<file path="config.mk">
export PLATFORM = sky130hd
export DESIGN_NAME = pc_unit
export DESIGN_NICKNAME = d
export VERILOG_FILES = /design/src/rtl/pc_unit.sv
export SDC_FILE = /design/constraint.sdc
export NUM_CORES = 1
export LEC_CHECK = 0
export CAP_MARGIN = 25
export CORE_MARGIN = 8
export CORE_UTILIZATION = 46
export CTS_BUF_LIST = sky130_fd_sc_hd__clkbuf_8
export DETAILED_ROUTE_END_ITERATION = 7
export PLACE_DENSITY_LB_ADDON = 0.25
export RECOVER_POWER = 100
export SYNTH_ARGS = -nofsm -noshare
export SYNTH_HDL_FRONTEND = slang
export SYNTH_SLANG_ARGS = --single-unit
</file>
<file path="constraint.sdc">
create_clock -name clk -period 5.65 [get_ports clk]
set_input_delay 0.8475 -clock clk [delete_from_list [all_inputs] [get_ports clk]]
set_output_delay 0.8475 -clock clk [all_outputs]
set_load 0.02 [all_outputs]
</file>
<file path="src/rtl/pc_unit.sv">
// pc_unit: registered program counter with next-PC selection, exception redirect/EPC capture
// and a circular return-address stack for return-target prediction.
module pc_unit #(
    parameter logic [31:0] RESET_PC  = 32'h0000_3000,
    parameter logic [31:0] EXC_VEC   = 32'h0000_4180,
    parameter int          RAS_DEPTH = 4
) (
    input  logic                           clk,
    input  logic                           rstn,
    input  logic                           stall,
    input  logic                           exc,
    input  logic [2:0]                     NPCOp,
    input  logic [25:0]                    IMM,
    input  logic [31:0]                    Jraddr,
    input  logic                           call,
    input  logic                           ras_flush,
    output logic [31:0]                    pc,
    output logic [31:0]                    npc,
    output logic [31:0]                    epc,
    output logic [$clog2(RAS_DEPTH):0]     ras_count,
    output logic                           ras_ovf,
    output logic                           ras_miss
);
    localparam int AW = $clog2(RAS_DEPTH);
    localparam int CW = AW + 1;

    logic [31:0]   pc_q, pc_d, epc_q, epc_d, pc4, bra, top;
    logic [AW-1:0] sp_q, sp_d, sp_m1;
    logic [CW-1:0] cnt_q, cnt_d;
    logic          ovf_q, ovf_d;
    logic [31:0]   ras_q [RAS_DEPTH];
    logic          is_ret, empty, full, adv, upd, push, pop, swap;

    assign pc4   = pc_q + 32'd4;
    assign bra   = pc4 + {{14{IMM[15]}}, IMM[15:0], 2'b00};
    assign sp_m1 = sp_q - AW'(1);
    assign top   = ras_q[sp_m1];
    assign is_ret = NPCOp == 3'b100;
    assign empty = cnt_q == '0;
    assign full  = cnt_q == CW'(RAS_DEPTH);
    assign adv   = exc | ~stall;
    assign upd   = adv & ~exc;
    // call+RET on a non-empty stack replaces the top in place; on an empty stack it is a plain push
    assign push  = upd & call & ~(is_ret & ~empty);
    assign pop   = upd & is_ret & ~call & ~empty;
    assign swap  = upd & is_ret & call & ~empty;

    assign npc = exc ? EXC_VEC :
                 (NPCOp == 3'b001) ? bra :
                 (NPCOp == 3'b010) ? {pc4[31:28], IMM, 2'b00} :
                 (NPCOp == 3'b011) ? Jraddr :
                 is_ret ? (empty ? Jraddr : top) : pc4;

    assign ras_miss  = is_ret & empty & ~exc;
    assign pc        = pc_q;
    assign epc       = epc_q;
    assign ras_count = cnt_q;
    assign ras_ovf   = ovf_q;

    always_comb begin
        pc_d  = adv ? npc : pc_q;
        epc_d = exc ? pc_q : epc_q;
        sp_d  = sp_q;
        cnt_d = cnt_q;
        ovf_d = ovf_q;
        if (ras_flush) begin
            sp_d  = '0;
            cnt_d = '0;
        end else if (push) begin
            sp_d  = sp_q + AW'(1);
            cnt_d = full ? cnt_q : cnt_q + CW'(1);
            ovf_d = ovf_q | full;
        end else if (pop) begin
            sp_d  = sp_m1;
            cnt_d = cnt_q - CW'(1);
        end
    end

    always_ff @(posedge clk or negedge rstn) begin
        if (!rstn) begin
            pc_q  <= RESET_PC;
            epc_q <= '0;
            sp_q  <= '0;
            cnt_q <= '0;
            ovf_q <= 1'b0;
        end else begin
            pc_q  <= pc_d;
            epc_q <= epc_d;
            sp_q  <= sp_d;
            cnt_q <= cnt_d;
            ovf_q <= ovf_d;
        end
    end

    always_ff @(posedge clk) begin
        if (push)
            ras_q[sp_q] <= pc4;
        else if (swap)
            ras_q[sp_m1] <= pc4;
    end
endmodule
</file>
==> datasheet_impl.txt <==
Implementation parameters

Parameter                              Value

Flow run
  Max capacitance violation total    2

Worst setup path
  Category of cells accounting for the largest share of critical-path delay    AND-OR/OR-AND gates
  Slowest stage cell on the critical path    sky130_fd_sc_hd__xnor2_1
  Worst reg2reg path endpoint    pc[25]

Timing
  Max-slew violation total from the final report    130
  Largest clock skew in the final design    0.0227 ns
  Transition time at the pin with the least slew margin    3.87 ns

Logic synthesis
  Most used standard cells in the synthesized netlist    sky130_fd_sc_hd__edfxtp_1 (128), sky130_fd_sc_hd__nor2_1 (93), sky130_fd_sc_hd__nand2_1 (69)
  FA/HA/MAJ Cells, Area Fraction    4.30%
  Fraction of registers with async set or reset after synthesis    35.4%
  Yosys stat cell total    950
  Post-synthesis share of cell area spent on and-or and or-and gates    15.5%
  Sequential cell area fraction in the yosys report    50.4%
  Top-area cell type share of the netlist area    34.6%

Drt
  DRT met1 WL    15100 um
  First drt pass iteration count    5
  Highest metal used    met4
  Detailed route wirelength on metal3    3210 um

CTS
  Clock tree root buffer cell    sky130_fd_sc_hd__clkbuf_8
  Number of buffers inserted during clock tree synthesis    17

Die
  Top Ports    168
  Number of tap cells inserted    324
  Die outline area    0.0294 mm^2

Run status
  Result of the run    finished with violations
  Violations in the final reports    max-capacitance violations, max-slew violations

Pwr
  Worst VDD drop    0.000142 V
  Leading power group    sequential cells
  Leakage power of the design    5.43 nW
  Combinational cell power    1.03 mW

Layout
  Total number of sequential cells    198
  Non-Filler Cell Area, Final    0.0140 mm^2
  Antenna cells    0

Hold path
  Worst min-delay path category    primary input to async pin

Placed design
  Port-buffer cells    167
  Placement Setup Slack    0.141 ns

Global route
  Pin count of the biggest net entering global routing    71
cells in the final DEF, fill, tap and decap left out, drive strengths merged, types with 5 or more instances in the layout:
master and count:
clkdlybuf4s50 154, edfxtp 128, nor2 93, nand2 69, buf 69, dfrtp 68, a21oi 51, o21ai 38
ha 35, xnor2 35, mux2 33, mux4 32, inv 31, o22ai 29, clkbuf 23, a211oi 21
xor2 20, nand3 18, nor3 18, a21o 14, nand4 14, o21a 9, a31oi 9, and2 8
o221ai 7, or2 7, dlymetal6s2s 7, o211ai 7, or3 6, and3 6, o31ai 6, clkinv 6
nand2b 5, a22o 5, o2bb2ai 5, nor3b 5, nor4 5
### Congestion heat map

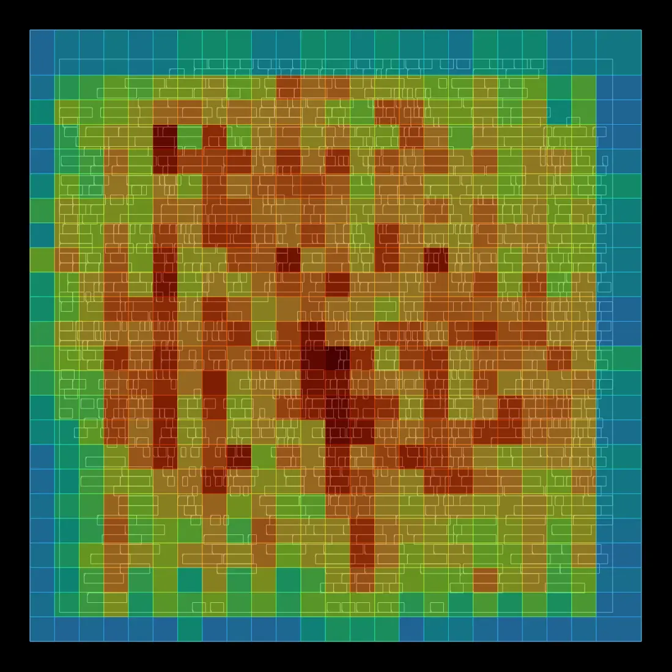
global routing usage on met1: 33.1%
met3 Usage GRT: 6.01%
wire length per cell: 24.6 um
most utilized layer in the global route result: met2
final core occ: 58.3%

### Routed metal, one color a layer

Scale bar: 50 um.
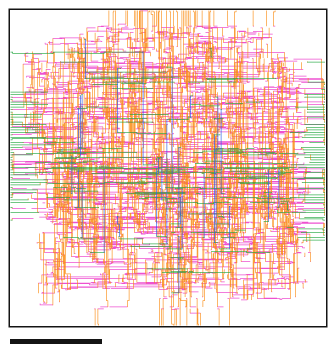
legend:
  blue:
    layer: metal 4
    wire_length: 946 um
  magenta:
    layer: metal 1
    wire_length: 15100 um
  orange:
    layer: metal 2
    wire_length: 17400 um
  green:
    layer: metal 3
    wire_length: 3210 um
via total after detailed routing: 9025
aggregate global-route resource usage: 25.3%
Total Wirelength: 36700 um

### Wiring heat map

Scale bar: 50 um. The die is cut into 34 by 34 equal tiles; dark blue is low, red is high, scaled to the fullest tile. Values are wire area over tile area, all layers added.
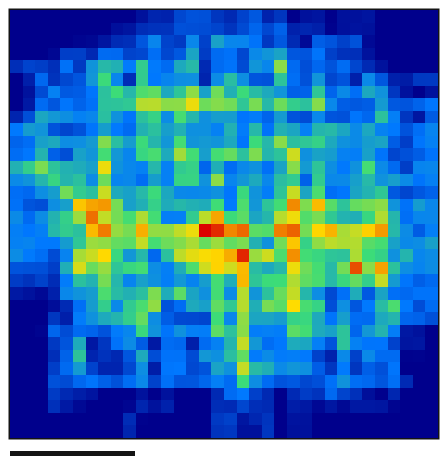
densest ninth of the die: middle
tiles over half the peak: 15%
mean over tiles: 0.21

Power figures rest on the tool's default switching activity, not on a simulated workload.
